`src/rtl/store_generator.sv`:
```
// store_generator: memory-stage store-data formatter.
// Aligns the rs2 value onto the byte lanes selected by the store width and
// low address bits, and produces byte enables plus a misalignment flag.
// Every output is registered, so results appear exactly one cycle after the
// request is sampled.
//
// Handshake: I_valid marks a store request in the cycle it is high. There is
// no ready and no backpressure, so a request is accepted on every non-reset
// rising edge. O_valid is I_valid delayed one cycle and qualifies O_data and
// O_byte_en. O_data is formatted and registered whether or not a request is
// present. O_byte_en and O_misaligned are held at zero when no request is
// present.
module store_generator #(
    parameter int DATA_WIDTH = 32
) (
    input  logic        I_clk,
    input  logic        I_rst,
    input  logic        I_valid,
    input  logic [2:0]  I_storesel,
    input  logic [1:0]  I_addr,
    input  logic [31:0] I_data,
    output logic        O_valid,
    output logic [31:0] O_data,
    output logic [3:0]  O_byte_en,
    output logic        O_misaligned
);

    // Store width encodings (same values as storegen.vh).
    localparam logic [2:0] STORE_SB = 3'd0;
    localparam logic [2:0] STORE_SH = 3'd1;
    localparam logic [2:0] STORE_SW = 3'd2;

    // The lane arithmetic below assumes a four-byte word.
    if (DATA_WIDTH != 32) begin : g_bad_width
        $error("store_generator: only DATA_WIDTH=32 is supported");
    end

    logic [31:0] fmt_data;
    logic [3:0]  fmt_be;
    logic        fmt_bad;

    logic        valid_d, valid_q;
    logic [31:0] data_d, data_q;
    logic [3:0]  be_d, be_q;
    logic        mis_d, mis_q;

    // Lane alignment of the source data for the requested width and offset.
    // Lanes not written stay zero. Illegal requests yield zero data and no lanes.
    always_comb begin
        fmt_data = 32'h0;
        fmt_be   = 4'b0000;
        fmt_bad  = 1'b0;
        case (I_storesel)
            STORE_SB: begin
                fmt_data = {24'h0, I_data[7:0]} << {I_addr, 3'b000};
                fmt_be   = 4'b0001 << I_addr;
            end
            STORE_SH: begin
                if (I_addr[0]) begin
                    fmt_bad = 1'b1;
                end else begin
                    fmt_data = {16'h0, I_data[15:0]} << {I_addr, 3'b000};
                    fmt_be   = 4'b0011 << I_addr;
                end
            end
            STORE_SW: begin
                if (I_addr != 2'd0) begin
                    fmt_bad = 1'b1;
                end else begin
                    fmt_data = I_data;
                    fmt_be   = 4'b1111;
                end
            end
            default: begin
                fmt_bad = 1'b1;
            end
        endcase
    end

    // Next-state values. Enables and the error flag only mean something
    // when a request is present, so they are masked by I_valid.
    always_comb begin
        valid_d = I_valid;
        data_d  = fmt_data;
        be_d    = I_valid ? fmt_be : 4'b0000;
        mis_d   = I_valid & fmt_bad;
    end

    // Output registers. Reset wins over a request on the same edge.
    always_ff @(posedge I_clk) begin
        if (I_rst) begin
            valid_q <= 1'b0;
            data_q  <= 32'h0;
            be_q    <= 4'b0000;
            mis_q   <= 1'b0;
        end else begin
            valid_q <= valid_d;
            data_q  <= data_d;
            be_q    <= be_d;
            mis_q   <= mis_d;
        end
    end

    assign O_valid      = valid_q;
    assign O_data       = data_q;
    assign O_byte_en    = be_q;
    assign O_misaligned = mis_q;

endmodule

```
`config.mk`:
```
export PLATFORM = sky130hd
export DESIGN_NAME = store_generator
export DESIGN_NICKNAME = d
export VERILOG_FILES = /design/src/rtl/store_generator.sv
export SDC_FILE = /design/constraint.sdc
export NUM_CORES = 1
export LEC_CHECK = 0
export CORE_AREA = 2 2 76 60
export CTS_CLUSTER_SIZE = 16
export DETAILED_ROUTE_END_ITERATION = 10
export DIE_AREA = 0 0 78 62
export HOLD_SLACK_MARGIN = 0.03
export PLACE_DENSITY_LB_ADDON = 0.2
export SLEW_MARGIN = 20
export SYNTH_ARGS = -nofsm -noshare
export SYNTH_HDL_FRONTEND = slang
export SYNTH_SLANG_ARGS = --single-unit
```
`constraint.sdc`:
```
create_clock -name I_clk -period 1.4 [get_ports I_clk]
set_input_delay 0.14 -clock I_clk [delete_from_list [all_inputs] [get_ports I_clk]]
set_output_delay 0.14 -clock I_clk [all_outputs]
set_load 0.01 [all_outputs]
```
Fig. 1: clock distribution
Bar = 20 um.
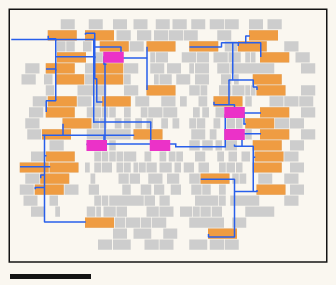
Key: orange = flip-flops [count 38]; blue = clock wires [length 407 um]; magenta = clock drivers [count 5]
There are 6 routed clock nets.

Fig. 2: sizing map
Bar = 20 um.
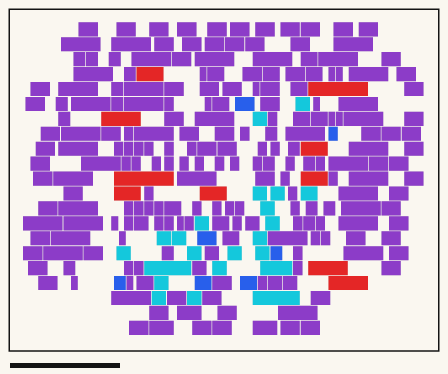
Key: blue = _2 cells [cells 7, share 2.8%]; red = _6 and larger [cells 10, share 4.0%, most used clkbuf_8]; cyan = _3 and _4 cells [cells 22, share 8.7%, most used buf_4]; purple = _0 and _1 cells [cells 213, share 85%, most used clkdlybuf4s50_1]
Plain + repair buffers: 99
area of all placed cells without fillers: 0.00262 mm^2
layout-stage area growth over the synthesis result: 72.6%
Final Worst Setup Slack: 82.5 ps

Fig. 3: sequential cells grouped by signal name
Bar = 20 um.
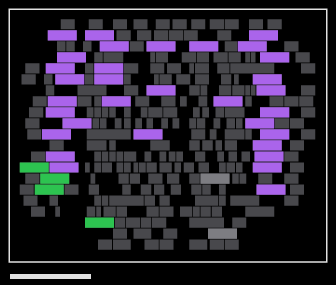
Key: purple = O_data [placed flops 32]; green = O_byte_en [placed flops 4]
Another 2 sequential cells are not colored.
fraction of the core area covered by cells at the end of the flow: 0.623
proportion of cell area occupied by registers: 0.291
Sequential Area: 761 um^2
power drawn by the sequential cells: 1.10 mW

==> results.sh <==
# flow metrics
export IMPL_result_of_the_run="finished, final reports clean"
export IMPL_pwr_density_cell_mw_per_mm2=970
export IMPL_worstHoldStart="I_addr[0]"
export IMPL_ys_area_mm2=0.00152
export IMPL_clock_sinks=38
export IMPL_synthSimpleGateAreaFrac=0.284
export IMPL_clkSlewWorstSetupHoldPaths_ps=70
export IMPL_tightestPinTransition_ps=543
export IMPL_criticalPathCategory="reg2out"
export IMPL_fmax_mhz=759
export IMPL_coreArea_mm2=0.00420
export IMPL_yosys_cells=159
export IMPL_power_net_switching_uw=539
export IMPL_count_of_h_tree_levels_built_during_cts=2
export IMPL_top_flip_flop_cell_by_instance_count_after_synthesis="sky130_fd_sc_hd__dfxtp_1"
export IMPL_antenna_found_initial=0
export IMPL_switching_share=0.212
export IMPL_static_leakage_power_nw=0.981
export IMPL_cts_repair_timing_setup_buffer_count=0
export IMPL_initial_utilization=0.361
export IMPL_internal_power_mw=2.00
export IMPL_globalplace_congestion=0.824
export IMPL_power_clock_mw=1.09
No activity file was given, so power comes from the tool's default toggle rates.
